===== config.mk =====
export PLATFORM = sky130hd
export DESIGN_NAME = lfsr_encrypt_engine
export DESIGN_NICKNAME = d
export VERILOG_FILES = /design/src/rtl/lfsr_encrypt_engine.sv
export SDC_FILE = /design/constraint.sdc
export NUM_CORES = 1
export LEC_CHECK = 0
export CAP_MARGIN = 10
export CELL_PAD_IN_SITES_DETAIL_PLACEMENT = 1
export CELL_PAD_IN_SITES_GLOBAL_PLACEMENT = 1
export CORE_MARGIN = 2
export CORE_UTILIZATION = 40
export CTS_CLUSTER_DIAMETER = 120
export DETAILED_ROUTE_END_ITERATION = 7
export PLACE_DENSITY = 0.7
export SLEW_MARGIN = 20
export SYNTH_ARGS = -nofsm -noshare
export SYNTH_HDL_FRONTEND = slang
export SYNTH_SLANG_ARGS = --single-unit

===== constraint.sdc =====
create_clock -name Clk -period 4.3 [get_ports Clk]
set_input_delay 0.645 -clock Clk [delete_from_list [all_inputs] [get_ports Clk]]
set_output_delay 0.645 -clock Clk [all_outputs]
set_load 0.05 [all_outputs]

===== src/rtl/lfsr_encrypt_engine.sv =====
// LFSR stream-cipher engine on the shared data-memory port: reads key/plaintext, writes 64 ciphertext bytes.
// Build option ENC_PARITY_EN: ciphertext msb carries even parity over the 7 cipher bits (else 0).
module lfsr_encrypt_engine (
  input  logic       Clk,
  input  logic       Reset,
  input  logic       Start,
  output logic       Ack,
  output logic [7:0] MemAddr,
  output logic       MemRdEn,
  input  logic [7:0] MemRdData,
  output logic       MemWrEn,
  output logic [7:0] MemWrData
);

  localparam int unsigned MSG_BASE = 0;
  localparam int unsigned MSG_MAX  = 61;
  localparam int unsigned CFG_BASE = 61;
  localparam int unsigned OUT_BASE = 64;
  localparam int unsigned OUT_LEN  = 64;
  localparam int unsigned PRE_MIN  = 10;
  localparam int unsigned PRE_MAX  = 15;
  localparam int unsigned AW       = 8;
  localparam int unsigned IW       = 7;

  typedef enum logic [3:0] {
    IDLE, LD_PRE, LD_PRE_CAP, LD_PTN, LD_PTN_CAP, LD_INIT, LD_INIT_CAP, RD, WR, DONE
  } state_t;

  state_t          state_q, state_d;
  logic [IW-1:0]   i_q, i_d;
  logic [IW-1:0]   pre_q, pre_d;
  logic [6:0]      lfsr_q, lfsr_d;
  logic [6:0]      taps_q, taps_d;
  logic            start_q;
  logic            ack_q, ack_d;
  logic            fin_q, fin_d;
  logic [AW-1:0]   addr_q, addr_d;
  logic            rd_en_q, rd_en_d;
  logic            wr_en_q, wr_en_d;
  logic            pad_q, pad_d;
  logic [7:0]      plain;
  logic [6:0]      cipher;
  logic            msb;

  function automatic logic is_msg(input logic [IW-1:0] idx, input logic [IW-1:0] pre);
    logic [IW-1:0] k;
    k = idx - pre;
    return (idx >= pre) && (k < IW'(MSG_MAX));
  endfunction

  function automatic logic [IW-1:0] clamp_pre(input logic [7:0] v);
    if (v < 8'(PRE_MIN))      return IW'(PRE_MIN);
    else if (v > 8'(PRE_MAX)) return IW'(PRE_MAX);
    else                      return v[IW-1:0];
  endfunction

  function automatic logic [6:0] tap_lookup(input logic [3:0] pt);
    case (pt)
      4'd1:    return 7'h48;
      4'd2:    return 7'h78;
      4'd3:    return 7'h72;
      4'd4:    return 7'h6A;
      4'd5:    return 7'h69;
      4'd6:    return 7'h5C;
      4'd7:    return 7'h7E;
      4'd8:    return 7'h7B;
      default: return 7'h60;
    endcase
  endfunction

  // State and datapath registers
  always_ff @(posedge Clk or negedge Reset) begin
    if (!Reset) begin
      state_q <= IDLE;
      i_q     <= '0;
      pre_q   <= IW'(PRE_MIN);
      lfsr_q  <= 7'h01;
      taps_q  <= 7'h60;
      start_q <= 1'b0;
      ack_q   <= 1'b0;
      fin_q   <= 1'b0;
      addr_q  <= '0;
      rd_en_q <= 1'b0;
      wr_en_q <= 1'b0;
      pad_q   <= 1'b1;
    end else begin
      state_q <= state_d;
      i_q     <= i_d;
      pre_q   <= pre_d;
      lfsr_q  <= lfsr_d;
      taps_q  <= taps_d;
      start_q <= Start;
      ack_q   <= ack_d;
      fin_q   <= fin_d;
      addr_q  <= addr_d;
      rd_en_q <= rd_en_d;
      wr_en_q <= wr_en_d;
      pad_q   <= pad_d;
    end
  end

  // Next state, datapath updates, and memory-port outputs decoded from the next state
  always_comb begin
    state_d = state_q;
    i_d     = i_q;
    pre_d   = pre_q;
    lfsr_d  = lfsr_q;
    taps_d  = taps_q;
    ack_d   = ack_q;
    fin_d   = 1'b0;
    rd_en_d = 1'b0;
    wr_en_d = 1'b0;
    addr_d  = '0;

    case (state_q)
      IDLE, DONE: begin
        if (fin_q)                  ack_d = 1'b1;
        else if (Start && !start_q) ack_d = 1'b0;
        if (start_q && !Start) begin
          state_d = LD_PRE;
          i_d     = '0;
          ack_d   = 1'b0;
        end
      end
      LD_PRE:     state_d = LD_PRE_CAP;
      LD_PRE_CAP: begin
        pre_d   = clamp_pre(MemRdData);
        state_d = LD_PTN;
      end
      LD_PTN:     state_d = LD_PTN_CAP;
      LD_PTN_CAP: begin
        taps_d  = tap_lookup(MemRdData[3:0]);
        state_d = LD_INIT;
      end
      LD_INIT:    state_d = LD_INIT_CAP;
      LD_INIT_CAP: begin
        lfsr_d  = (MemRdData[6:0] == 7'h00) ? 7'h01 : MemRdData[6:0];
        state_d = is_msg(i_q, pre_q) ? RD : WR;
      end
      RD:         state_d = WR;
      WR: begin
        lfsr_d = {lfsr_q[5:0], ^(lfsr_q & taps_q)};
        if (i_q == IW'(OUT_LEN - 1)) begin
          state_d = DONE;
          fin_d   = 1'b1;
        end else begin
          i_d     = i_q + IW'(1);
          state_d = is_msg(i_d, pre_q) ? RD : WR;
        end
      end
      default:    state_d = IDLE;
    endcase

    case (state_d)
      LD_PRE:  begin rd_en_d = 1'b1; addr_d = AW'(CFG_BASE);     end
      LD_PTN:  begin rd_en_d = 1'b1; addr_d = AW'(CFG_BASE + 1); end
      LD_INIT: begin rd_en_d = 1'b1; addr_d = AW'(CFG_BASE + 2); end
      RD:      begin rd_en_d = 1'b1; addr_d = AW'(MSG_BASE) + AW'(i_d - pre_d); end
      WR:      begin wr_en_d = 1'b1; addr_d = AW'(OUT_BASE) + AW'(i_d); end
      default: ;
    endcase
    pad_d = !is_msg(i_d, pre_d);
  end

  // Write data depends on read data returned during WR, so it is formed combinationally
  always_comb begin
    plain  = pad_q ? 8'h20 : MemRdData;
    cipher = plain[6:0] ^ lfsr_q;
`ifdef ENC_PARITY_EN
    msb    = ^cipher;
`else
    msb    = 1'b0;
`endif
    MemWrData = wr_en_q ? {msb, cipher} : 8'h00;
  end

  assign Ack     = ack_q;
  assign MemAddr = addr_q;
  assign MemRdEn = rd_en_q;
  assign MemWrEn = wr_en_q;

endmodule


**Wire density map**

Scale bar: 20 um. The die is cut into 19 by 19 equal tiles; dark blue is low, red is high, scaled to the fullest tile. Values are wire area over tile area, all layers added.
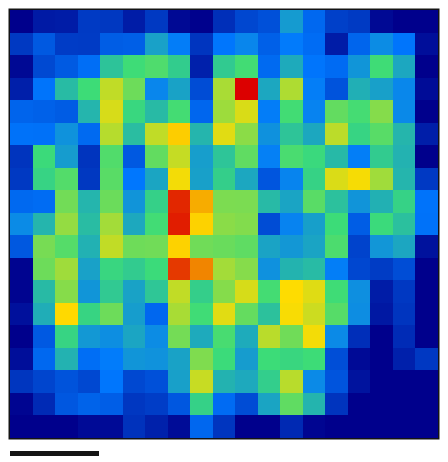
mean over tiles: 0.16
densest ninth of the die: center
tiles over half the peak: 26%
nearly empty tiles: 11%
fullest tile: 0.47
emptiest ninth of the die: lower right
Via Count: 2845
Total GRT Usage: 0.222
Wirelength per Cell: 18.7 um

**Signal wires by layer**

Scale bar: 20 um.
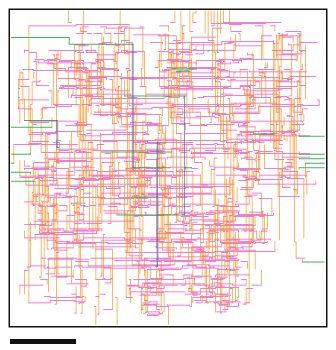
| color | layer | wire length |
|---|---|---|
| blue | metal 4 | 119 um |
| magenta | metal 1 | 4540 um |
| orange | metal 2 | 4610 um |
| green | metal 3 | 226 um |
DRT Wirelength: 9490 um

**Routing congestion**

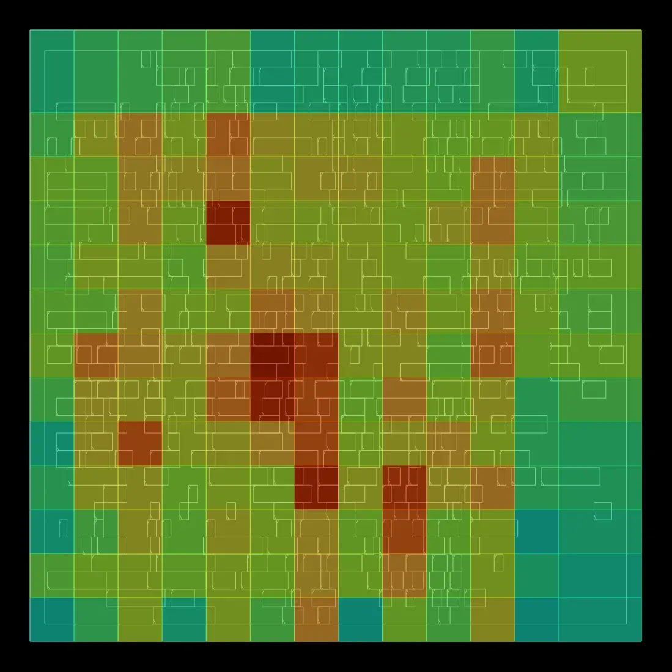
met2 GRT Util: 0.369
most used routing layer: met2
post-layout utilization of the core: 0.473
met3 GRT Util: 0.0345

==> flow_metrics.rpt <==
==== FLOW RESULTS ====
----------------------------------------------------
[Power and ir drop]
  Static Leak ........................ between 1.5 and 2 nW
  Fraction of power spent switching nets ........................ 0.465
  Combinational group share of total power ........................ 0.557
  Pwr dens ........................ ~610 nW/um2
  Largest Pwr Group ........................ combinational logic

[Setup path]
  Buffers plus inverters on the worst setup path ........................ 1
  First element of the critical path ........................ i_q[0]
  Critical Path End ........................ pad_q
  Reg-to-reg endpoint ........................ pad_q
  Slowest cell on the critical path ........................ dfrtp_1

[Synthesis]
  Area reported by Yosys stat ........................ 3370 um2
  Flip-flops with a built-in enable ........................ 0
  Cell count after synthesis ........................ between 300 and 400
  Dominant cell type by area after synthesis ........................ dfrtp_1
  Top logic family ........................ AND-OR/OR-AND gates

[Drt]
  Remaining design rule violation count ........................ 0
  Post-DRT Antenna Nets ........................ 0
  First DRT Iteration DRCs ........................ roughly 96
  Met3 wirelength from detailed routing ........................ 225 um

[Cells and area]
  Number of sequential cells ........................ between 40 and 50
  MI comb area ........................ 2070 um2
  Layout clock buffers ........................ 6

[Die]
  Row count ........................ 33
  I/O pin total ........................ 30
  Die Wd ........................ approximately 96 um

[Placement]
  Total placed instance area ........................ between 3000 and 4000 um2
  Cell count after placement ........................ 500

[CTS]
  H-tree Lvls ........................ 2
  Total of cells resized after clock tree synthesis ........................ 0
  Clock insertion delay at the later pin of the skew report ........................ about 0.3 ns

[Job]
  Tool warnings ........................ 30

[Status]
  Outcome ........................ finished, final reports clean

[STA]
  Clock Skews ........................ just under 0.007 ns
  Worst slew pin tran ........................ 0.633 ns

[Global route]
  Global-route wire length before repair ........................ approximately 15000 um

----------------------------------------------------
**Cell classes on the final placement**

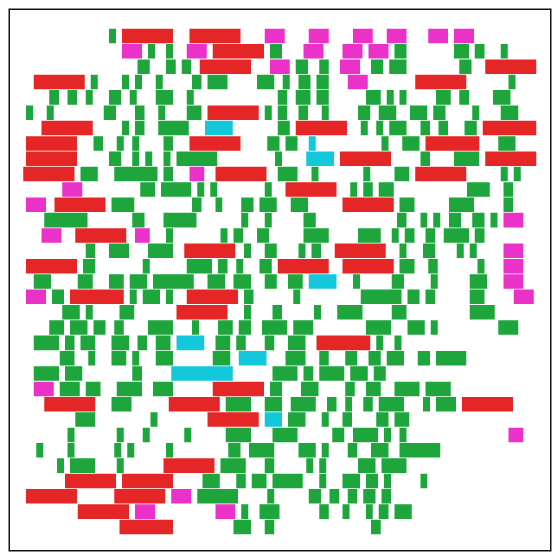
| color | class | cells |
|---|---|---|
| cyan | clock drivers and dummy loads | 8 |
| green | combinational and other logic | 320 |
| magenta | other buffers and delay cells | 30 |
| red | flops | 45 |
Non-Filler Cell Area, Final: 3870 um2
core outline area: 8180 um2
sequential portion of the cell area: 0.293

**Sequential cells grouped by signal name**

Scale bar: 20 um. Other sequential cells in the stronger gray, the rest of the logic in the fainter gray.
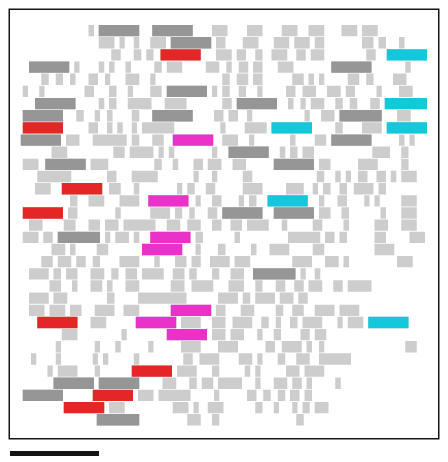
| color | netlist name | flops |
|---|---|---|
| red | MemAddr | 8 |
| magenta | i_q | 7 |
| cyan | taps_q | 6 |
total sequential power: 0.714 mW
area used by sequential logic in the layout: 1130 um2

Power is estimated from default activity; no workload was simulated.
